Run 1, the metal 1 layer:
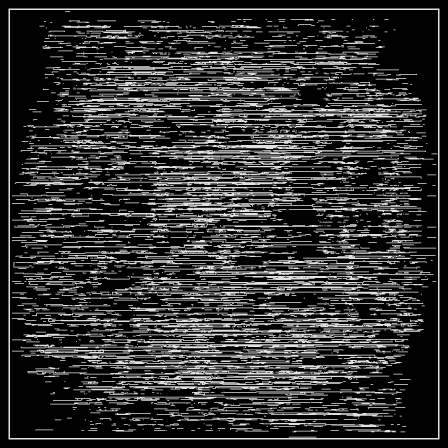
Run 1, signal wires on met2:
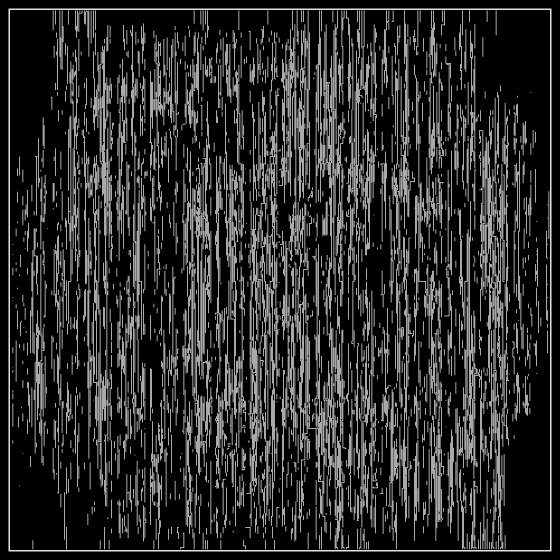
Run 1, met3 routing:
Bar = 50 um.
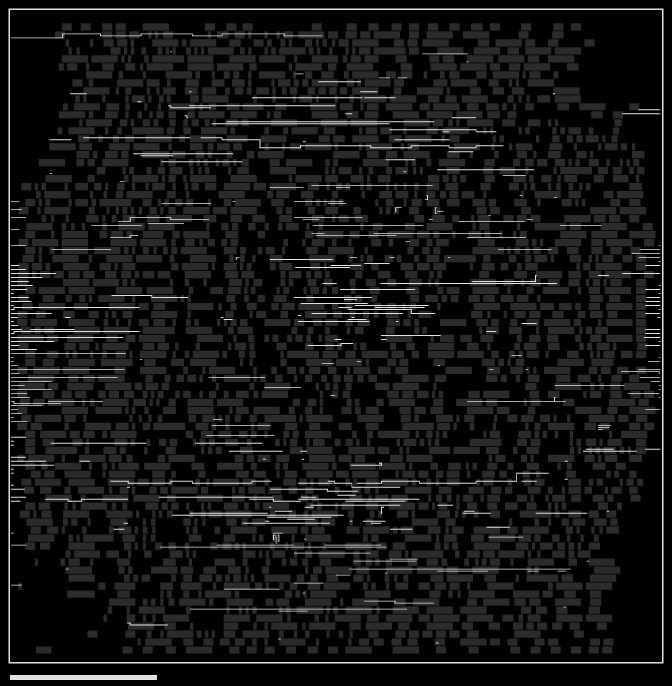
<file path="src/rtl/dpc_pkg.sv">
// Shared helpers for the DPC pipeline: window indexing and delta widths.
package dpc_pkg;

  localparam int DW_DEF      = 8;
  localparam int WIN_DEF     = 3;
  localparam int DELTA_W_DEF = DW_DEF + 1;

  // Signed centre-minus-neighbour delta needs one extra bit over the pixel.
  function automatic int delta_w(input int dw);
    return dw + 1;
  endfunction

  // Row-major element index inside a WIN x WIN window.
  function automatic int pix_idx(input int r, input int c, input int win);
    return r * win + c;
  endfunction

  function automatic int center_idx(input int win);
    return pix_idx(win / 2, win / 2, win);
  endfunction

endpackage

</file>
<file path="src/rtl/delta_minmax_tree.sv">
// Combinational signed min/max over M packed W-bit values, pairwise tree.
// Leaves beyond M are padded with element 0 so they never change the result.
module delta_minmax_tree #(
  parameter int M = 8,
  parameter int W = 9
) (
  input  logic [M*W-1:0] d,
  output logic [W-1:0]   dmin,
  output logic [W-1:0]   dmax
);

  localparam int L = (M > 1) ? $clog2(M) : 1;
  localparam int P = 1 << L;

  for (genvar l = 0; l <= L; l++) begin : g_lvl
    localparam int CNT = P >> l;
    logic signed [W-1:0] mn [CNT];
    logic signed [W-1:0] mx [CNT];
    if (l == 0) begin : g_leaf
      for (genvar i = 0; i < CNT; i++) begin : g_in
        localparam int SRC = (i < M) ? i : 0;
        assign mn[i] = $signed(d[SRC*W +: W]);
        assign mx[i] = $signed(d[SRC*W +: W]);
      end
    end else begin : g_node
      for (genvar i = 0; i < CNT; i++) begin : g_pair
        assign mn[i] = (g_lvl[l-1].mn[2*i] < g_lvl[l-1].mn[2*i+1]) ?
                       g_lvl[l-1].mn[2*i] : g_lvl[l-1].mn[2*i+1];
        assign mx[i] = (g_lvl[l-1].mx[2*i] > g_lvl[l-1].mx[2*i+1]) ?
                       g_lvl[l-1].mx[2*i] : g_lvl[l-1].mx[2*i+1];
      end
    end
  end

  assign dmin = g_lvl[L].mn[0];
  assign dmax = g_lvl[L].mx[0];

endmodule

</file>
<file path="src/rtl/dpc_delta_win.sv">
// Centre-minus-neighbour delta engine for defect pixel correction.
// Three register stages: capture window, subtract, reduce/flag.
module dpc_delta_win
  import dpc_pkg::*;
#(
  parameter int DW  = 8,
  parameter int WIN = 3
) (
  input  logic                              clk,
  input  logic                              reset_n,
  input  logic                              i_valid,
  input  logic                              i_sof,
  input  logic                              i_eol,
  input  logic [WIN*WIN*DW-1:0]             i_win,
  input  logic [DW-1:0]                     i_thresh,
  output logic                              o_valid,
  output logic                              o_sof,
  output logic                              o_eol,
  output logic [WIN*WIN*delta_w(DW)-1:0]    o_delta,
  output logic [DW-1:0]                     o_center,
  output logic [delta_w(DW)-1:0]            o_dmin,
  output logic [delta_w(DW)-1:0]            o_dmax,
  output logic                              o_hot,
  output logic                              o_cold
);

  localparam int N   = WIN * WIN;
  localparam int C   = center_idx(WIN);
  localparam int DLW = delta_w(DW);
  localparam int NB  = N - 1;

  logic [2:0]              v;
  logic [N*DW-1:0]         win1;
  logic [DW-1:0]           thr1;
  logic                    sof1, eol1;
  logic [N*DLW-1:0]        delta_c;
  logic [N*DLW-1:0]        delta2;
  logic [DW-1:0]           cen2, thr2;
  logic                    sof2, eol2;
  logic [NB*DLW-1:0]       nbr;
  logic [NB-1:0]           hot_t, cold_t;
  logic [DLW-1:0]          dmin_c, dmax_c;
  logic signed [DLW-1:0]   pos_thr, neg_thr;

  // Valid pipe; o_valid is the last stage.
  always_ff @(posedge clk or negedge reset_n) begin
    if (!reset_n) v <= '0;
    else          v <= {v[1:0], i_valid};
  end

  assign o_valid = v[2];

  // S1: capture window and threshold together so a threshold change applies to its own window.
  always_ff @(posedge clk or negedge reset_n) begin
    if (!reset_n) begin
      win1 <= '0;
      thr1 <= '0;
      sof1 <= 1'b0;
      eol1 <= 1'b0;
    end else begin
      sof1 <= i_valid & i_sof;
      eol1 <= i_valid & i_eol;
      if (i_valid) begin
        win1 <= i_win;
        thr1 <= i_thresh;
      end
    end
  end

  // Zero-extended subtraction cannot overflow the DW+1 result; centre slot carries the pixel.
  for (genvar k = 0; k < N; k++) begin : g_sub
    if (k == C) begin : g_ctr
      assign delta_c[k*DLW +: DLW] = {1'b0, win1[C*DW +: DW]};
    end else begin : g_nb
      assign delta_c[k*DLW +: DLW] = {1'b0, win1[C*DW +: DW]} - {1'b0, win1[k*DW +: DW]};
    end
  end

  // S2: register deltas and carry centre/threshold.
  always_ff @(posedge clk or negedge reset_n) begin
    if (!reset_n) begin
      delta2 <= '0;
      cen2   <= '0;
      thr2   <= '0;
      sof2   <= 1'b0;
      eol2   <= 1'b0;
    end else begin
      sof2 <= v[0] & sof1;
      eol2 <= v[0] & eol1;
      if (v[0]) begin
        delta2 <= delta_c;
        cen2   <= win1[C*DW +: DW];
        thr2   <= thr1;
      end
    end
  end

  assign pos_thr = $signed({1'b0, thr2});
  assign neg_thr = -pos_thr;

  // Neighbour-only view of the deltas plus per-slot flag terms.
  for (genvar k = 0; k < N; k++) begin : g_nbr
    if (k != C) begin : g_use
      localparam int J = (k < C) ? k : k - 1;
      assign nbr[J*DLW +: DLW] = delta2[k*DLW +: DLW];
      assign hot_t[J]  = $signed(delta2[k*DLW +: DLW]) > pos_thr;
      assign cold_t[J] = $signed(delta2[k*DLW +: DLW]) < neg_thr;
    end
  end

  delta_minmax_tree #(
    .M (NB),
    .W (DLW)
  ) u_tree (
    .d    (nbr),
    .dmin (dmin_c),
    .dmax (dmax_c)
  );

  // S3: register results; data holds while no window is present.
  always_ff @(posedge clk or negedge reset_n) begin
    if (!reset_n) begin
      o_delta  <= '0;
      o_center <= '0;
      o_dmin   <= '0;
      o_dmax   <= '0;
      o_hot    <= 1'b0;
      o_cold   <= 1'b0;
      o_sof    <= 1'b0;
      o_eol    <= 1'b0;
    end else begin
      o_sof <= v[1] & sof2;
      o_eol <= v[1] & eol2;
      if (v[1]) begin
        o_delta  <= delta2;
        o_center <= cen2;
        o_dmin   <= dmin_c;
        o_dmax   <= dmax_c;
        o_hot    <= &hot_t;
        o_cold   <= &cold_t;
      end
    end
  end

endmodule

</file>
<file path="config.mk">
export PLATFORM = sky130hd
export DESIGN_NAME = dpc_delta_win
export DESIGN_NICKNAME = d
export VERILOG_FILES = /design/src/rtl/dpc_pkg.sv /design/src/rtl/delta_minmax_tree.sv /design/src/rtl/dpc_delta_win.sv
export SDC_FILE = /design/constraint.sdc
export NUM_CORES = 1
export LEC_CHECK = 0
export ABC_CLOCK_PERIOD_IN_PS = 11200
export CAP_MARGIN = 10
export CELL_PAD_IN_SITES_DETAIL_PLACEMENT = 1
export CELL_PAD_IN_SITES_GLOBAL_PLACEMENT = 2
export CORE_MARGIN = 2
export CORE_UTILIZATION = 40
export CTS_CLUSTER_DIAMETER = 30
export DETAILED_ROUTE_END_ITERATION = 10
export PLACE_DENSITY_LB_ADDON = 0.25
export SLEW_MARGIN = 20
export SYNTH_ARGS = -nofsm -noshare
export SYNTH_HDL_FRONTEND = slang
export SYNTH_HIERARCHICAL = 1
export SYNTH_SLANG_ARGS = --single-unit
</file>
<file path="constraint.sdc">
create_clock -name clk -period 11.2 [get_ports clk]
set_input_delay 1.12 -clock clk [delete_from_list [all_inputs] [get_ports clk]]
set_output_delay 1.12 -clock clk [all_outputs]
set_load 0.02 [all_outputs]
</file>
==> flow_metrics.rpt, run 1 <==
PHYSICAL IMPLEMENTATION REPORT
----------------------------------------------------
[Outcome]
  Outcome ........................ finished, final reports clean

[Placement]
  Post-detailed-placement half-perimeter wirelength ........................ 49200 um
  Post-placement cell area ........................ 21600 sq um
  Global placement routability congestion ........................ 0.916
  Placed Instances ........................ 2682

[Power and ir drop]
  Clock network fraction of total power ........................ 0.283
  Sequential power ........................ 0.00162 W
  Internal power consumption ........................ 0.00516 W
  Reported combinational group power ........................ 0.00470 W
  Relative contribution of combinational cells to total power ........................ 0.533
  Switching share of power ........................ 0.414
  Largest voltage drop on the vdd net ........................ 0.213 mV
  Flop pwr share ........................ 0.183
  Lkg Pwr ........................ 11.6 nW
  Post-layout total power ........................ 0.00880 W
  Power in the clock group ........................ 0.00249 W

[Yosys]
  Area share of the leading cell type in the synthesized netlist ........................ 0.365
  Biggest area cells ........................ sky130_fd_sc_hd__dfrtp_1 (36%), sky130_fd_sc_hd__ha_1 (16%), sky130_fd_sc_hd__mux2_2 (9.9%)
  Share of synthesized cell area in full adder, half adder and majority cells ........................ 0.175
  Main logic family after synthesis ........................ adder cells
  Mapped cell area ........................ 19000 sq um
  Area fraction in mux cells ........................ 0.143
  Yosys Instances ........................ 1928
  Most used flip-flop cell ........................ sky130_fd_sc_hd__dfrtp_1
  Post-Synth XOR/XNOR Area ........................ 0.0132
  Cell types with the highest counts after synthesis ........................ sky130_fd_sc_hd__dfrtp_1 (277), sky130_fd_sc_hd__ha_1 (248), sky130_fd_sc_hd__inv_1 (207)
  Number of flops mapped to enable cells by yosys ........................ 0
  Number of register bits inferred by synthesis ........................ 277
  Yosys warning total ........................ 6

[Setup path]
  Number of buffer and inverter stages on the critical path ........................ 2
  Critical Path End ........................ o_dmax[8]
  Reg2reg setup slack ........................ 3.03 ns
  Cell family contributing the most delay on the critical path ........................ AND-OR/OR-AND gates
  R2R Path End ........................ o_dmax[8]
  Dominant cell type by count on the critical path ........................ sky130_fd_sc_hd__o21a_1
  Setup crit start kind ........................ flop
  Logic depth of the worst register-to-register path ........................ 29
  Slowest CP cell ........................ sky130_fd_sc_hd__a211oi_2
  Critical path endpoint category ........................ flop
  Arrival time of data at the critical path endpoint ........................ 8.66 ns
  Cell depth of the worst setup path ........................ 29

[Global routing]
  Number of global-route vias before repair ........................ 17046
  Met1 Usage GRT ........................ 0.367
  Global-route layer with the greatest usage ........................ met2
  Maximum number of pins on one net before global-route repair ........................ 95
  GRT Overall Usage ........................ 0.273
  First-pass GRT wire length ........................ 102000 um
  Antenna violations before repair ........................ 1

[Drt]
  Highest signal layer in the routed design ........................ met4
  Detail Route Antenna Nets ........................ 0
  Met2 WL ........................ 30600 um
  Detailed-routed wire length on met3 ........................ 3680 um
  DR iter-0 viols ........................ 923

[Layout]
  Count of plain and timing-repair buffers ........................ 212
  Multi-input combinational cell count ........................ 1379
  Non-Filler Instances ........................ 2832
  Share of cells above drive strength 1 ........................ 0.158
  Layout net count ........................ 2497
  Clock buffer count ........................ 105
  Post-route standard cell area excluding fillers ........................ 24500 sq um
  Dominant logic cell type in the layout ........................ sky130_fd_sc_hd__dfrtp_1
  Logic area ........................ 11000 sq um
  Largest registers ........................ delta2 x73, o_delta x73, win1 x72
  Layout overhead on the synthesized area ........................ 29.2%
  Antenna Diode Count ........................ 3
  Flop count ........................ 277
  Seq area share ........................ 0.283
  Non-clock inverters ........................ 207

[Min path]
  Hold path start ........................ sof1
  Terminating pin of the worst hold path ........................ sof2
  Hold Path Depth ........................ 1

[STA]
  Setup slack after layout ........................ 3.03 ns
  Final Cycle Share ........................ 0.729
  Clock Skew ........................ 0.0203 ns
  Rel. slew slack ........................ 0.333
  Number of setup violations in the final report ........................ 0
  Post-layout minimum cycle time ........................ 8.17 ns
  Fin. Hold Viols ........................ 0

[Die]
  Std-Cell Rows ........................ 79
  Starting density of the core ........................ 0.407

[Clocking]
  Maximum count of clock buffers along a single path ........................ 3
  Buffers inserted by post-CTS timing repair ........................ 0
  # hold bufs at CTS ........................ 0
  TritonCTS clock tree ........................ yes
  Inserted Clock Buffers ........................ 79

----------------------------------------------------
Back to the opening pictures, 'the metal 1 layer':
main direction: horizontal
longest straight run: 98.4 um
wire length on this layer: 30.4 mm
nets with wire on the layer: 2361
share of all routed wire: 46%

Back to the opening pictures, 'signal wires on met2':
wire length on this layer: 30.6 mm
nets with wire on the layer: 2269

Back to the opening pictures, 'met3 routing':
share of all routed wire: 5.5%
nets with wire on the layer: 202
longest straight run: 76.8 um
wire length reported by the detailed router: 66600 um
global-route track usage on met3: 0.0561

Run 1, M4 wires:
Bar = 50 um.
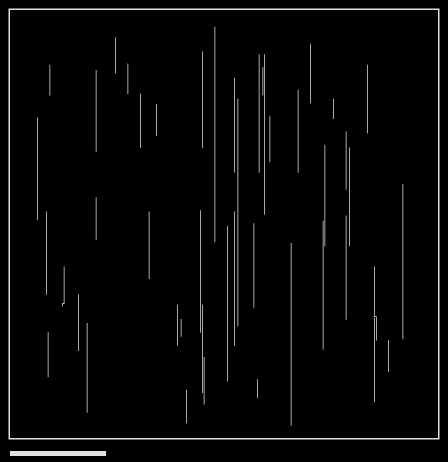

--- run 2 (diff from run 1) ---
ABC_CLOCK_PERIOD_IN_PS = 6800   (was 11200)
CORE_UTILIZATION = 34   (was 40)
clock period = 6.8 ns   (was 11.2 ns; I/O delays follow)
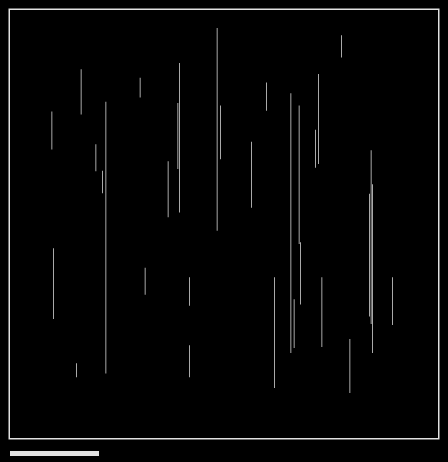
Run 2: M4 wires
Bar = 50 um.
wire length on this layer: 1470 um
longest straight run: 152 um
via total after detailed routing: 16005
wire length reported by the detailed router: 71000 um

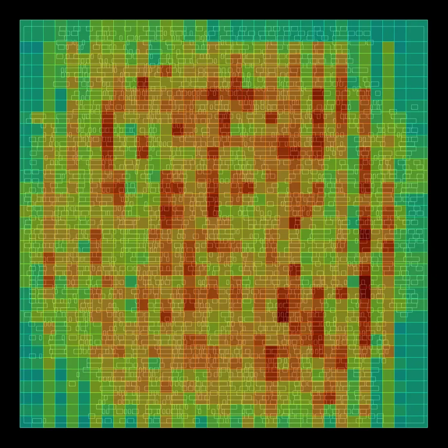
Run 2: track usage over the die
global-route track usage on met3: 0.0424
Final Core Density: 0.456
average wire per standard cell: 23.3 um

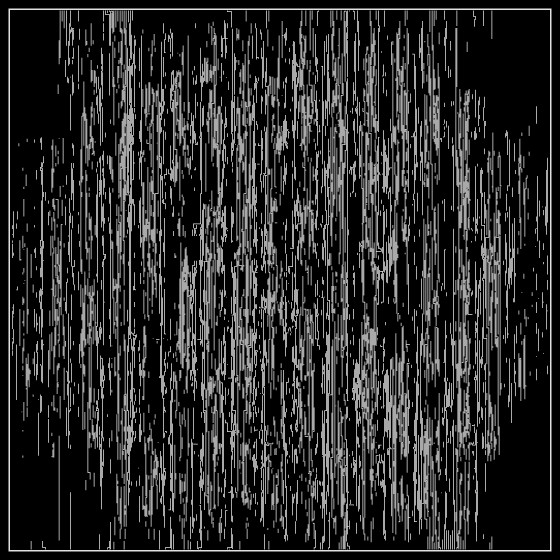
Run 2: signal wires on met2
longest straight run: 117 um
nets with wire on the layer: 2317

==> run 2 against run 1 <==
Worst setup slack got worse by 2.7 ns. Clock skew rose by 0.0078 ns. Sequential share of layout area fell by 0.70 points. Final cell count rose by 7.5%. Largest cell class unchanged.
==> flow_metrics.rpt, run 2 <==
PHYSICAL IMPLEMENTATION REPORT
----------------------------------------------------
[Yosys]
  Area fraction in mux cells ........................ 0.143
  Post-synthesis simple-gate area fraction ........................ 0.101
  Cell types with the highest counts after synthesis ........................ sky130_fd_sc_hd__dfrtp_1 (277), sky130_fd_sc_hd__ha_1 (248), sky130_fd_sc_hd__inv_1 (207)
  Net count after synthesis ........................ 2269
  Area share of the leading cell type in the synthesized netlist ........................ 0.365
  Fraction of the yosys area taken by sequential cells ........................ 0.365
  Number of flops mapped to enable cells by yosys ........................ 0
  Distinct cells, synth ........................ 80
  Most common cell in the netlist ........................ sky130_fd_sc_hd__dfrtp_1
  Main logic family after synthesis ........................ adder cells
  Area share of and-or/or-and cells after synthesis ........................ 0.146
  Share of synthesized cell area in full adder, half adder and majority cells ........................ 0.175
  Post-synthesis area per instance ........................ 9.86 sq um
  Library cell with the largest summed area after synthesis ........................ sky130_fd_sc_hd__dfrtp_1
  Post-Synth XOR/XNOR Area ........................ 0.0132
  Most used flip-flop cell ........................ sky130_fd_sc_hd__dfrtp_1
  Number of register bits inferred by synthesis ........................ 277
  Mapped cell area ........................ 19000 sq um
  Biggest area cells ........................ sky130_fd_sc_hd__dfrtp_1 (36%), sky130_fd_sc_hd__ha_1 (16%), sky130_fd_sc_hd__mux2_2 (9.9%)
  Yosys warning total ........................ 6
  Post-synth area from yosys stat ........................ 19000 sq um
  Share of flip-flops with an asynchronous set or reset ........................ 1.00
  Yosys Instances ........................ 1928
  Synthesized instance count ........................ 1928

[Drt]
  Met2 WL ........................ 31700 um
  Number of remaining DRC errors ........................ 0
  DR iter-0 viols ........................ 884
  Detailed-routed wire length on met3 ........................ 4010 um
  Detail Route Antenna Nets ........................ 0
  Count of TritonRoute iterations in the first routing pass ........................ 5
  Met1 layer wirelength in the final routing ........................ 33900 um
  Average vias per placed instance ........................ 5.26
  Highest signal layer in the routed design ........................ met4

[STA]
  Fin. Hold Viols ........................ 0
  Unrepaired setup endpoints after global routing ........................ false
  Final Cycle Share ........................ 0.951
  Worst hold margin ........................ 0.0964 ns
  Upper clock frequency limit ........................ 0.155 GHz
  Post-layout minimum cycle time ........................ 6.47 ns
  Setup slack after layout ........................ 0.333 ns
  Final number of max-transition violations ........................ 0
  Rel. slew slack ........................ 0.359
  Clock Skew ........................ 0.0282 ns
  Number of setup violations in the final report ........................ 0

[Setup path]
  Reg2reg setup slack ........................ 0.33 ns
  Largest fanout of any net on the critical path ........................ 15
  Highest cell delay on the worst timing path ........................ 0.55 ns
  Critical path endpoint category ........................ flop
  Number of buffer and inverter stages on the critical path ........................ 4
  Arrival time of data at the critical path endpoint ........................ 6.96 ns
  Critical Path End ........................ o_dmin[8]
  R2R Path End ........................ o_dmin[8]
  Worst setup startpoint ........................ delta2[15]
  Setup crit start kind ........................ flop
  Worst Path Class, Setup ........................ reg -> reg
  Cell depth of the worst setup path ........................ 29
  Slowest CP cell ........................ sky130_fd_sc_hd__mux2i_1
  Cell family contributing the most delay on the critical path ........................ AND-OR/OR-AND gates
  Logic depth of the worst register-to-register path ........................ 29
  Worst EP required ........................ 7.29 ns

[Clocking]
  Clock latency reported for the late side of the worst-skew pair ........................ 0.62 ns
  Number of H-tree branching levels ........................ 3
  CTS Root Cell ........................ sky130_fd_sc_hd__clkbuf_16
  # hold bufs at CTS ........................ 0
  Buffers inserted by post-CTS timing repair ........................ 0
  Resized cells post-CTS ........................ 1
  Inserted Clock Buffers ........................ 82
  Clk sink count ........................ 277
  Maximum count of clock buffers along a single path ........................ 3
  Clk pin slew, worst setup/hold paths ........................ 0.04 ns
  TritonCTS clock tree ........................ yes

[Layout]
  Multi-input combinational cell count ........................ 1379
  Antenna Diode Count ........................ 0
  Seq area share ........................ 0.276
  Most numerous logic cells after layout ........................ sky130_fd_sc_hd__dfrtp_1 (272), sky130_fd_sc_hd__ha_1 (248), sky130_fd_sc_hd__inv_1 (206)
  Dominant logic cell type in the layout ........................ sky130_fd_sc_hd__dfrtp_1
  Layout overhead on the synthesized area ........................ 32.5%
  Non-clock inverters ........................ 207
  Dominant kind of cell ........................ logic gates
  Count of plain and timing-repair buffers ........................ 283
  Signal buffers share of area ........................ 0.104
  Layout net count ........................ 2571
  Number of fill cells in the layout ........................ 6044
  Logic area ........................ 11100 sq um
  Clock buffer count ........................ 103
  Combinational share of cell area ........................ 0.439
  Share of cells above drive strength 1 ........................ 0.193
  Largest registers ........................ delta2 x73, o_delta x73, win1 x72
  Flop count ........................ 277
  Sequential cell area ........................ 6940 sq um
  Post-route standard cell area excluding fillers ........................ 25200 sq um
  Non-Filler Instances ........................ 3045

[Global routing]
  Antenna violations before repair ........................ 1
  GRT overflow ........................ 0
  First-pass GRT wire length ........................ 107000 um
  Met1 Usage GRT ........................ 0.355
  GRT Overall Usage ........................ 0.250
  Maximum number of pins on one net before global-route repair ........................ 101
  Global-route layer with the greatest usage ........................ met2
  Number of global-route vias before repair ........................ 17363
  Global-route met2 utilization ........................ 0.390

[Die]
  Chip Width ........................ 240 um
  Std-Cell Rows ........................ 86
  I/O Pins ........................ 197
  Full die area ........................ 57800 sq um
  Starting density of the core ........................ 0.344
  Count of inserted tapcells ........................ 748
  Die Span Y ........................ 240 um
  Area of the core ........................ 55200 sq um

[Outcome]
  Outcome ........................ finished, final reports clean

[Power and ir drop]
  Post-layout total power ........................ 0.0149 W
  Reported combinational group power ........................ 0.00867 W
  Clock network fraction of total power ........................ 0.258
  Net switching power of the design ........................ 0.00628 W
  Sequential power ........................ 0.00241 W
  Lkg Pwr ........................ 11.9 nW
  Switching share of power ........................ 0.420
  Areal power density over the cells ........................ 593 nW/um^2
  Power in the clock group ........................ 0.00386 W
  Internal power consumption ........................ 0.00866 W
  Flop pwr share ........................ 0.162
  Largest voltage drop on the vdd net ........................ 0.449 mV
  Relative contribution of combinational cells to total power ........................ 0.580

[Placement]
  Post-detailed-placement half-perimeter wirelength ........................ 53400 um
  Global placement routability congestion ........................ 0.885
  Post-placement cell area ........................ 22300 sq um
  Port Buffer Count ........................ 195
  Post-placement setup slack ........................ 0.0820 ns
  Placed Instances ........................ 2894

[Job]
  Max-capacitance violation count ........................ 0
  Stage-log warning count ........................ 28

[Min path]
  Hold Path Class ........................ in -> async

----------------------------------------------------
Power figures rest on the tool's default switching activity, not on a simulated workload.
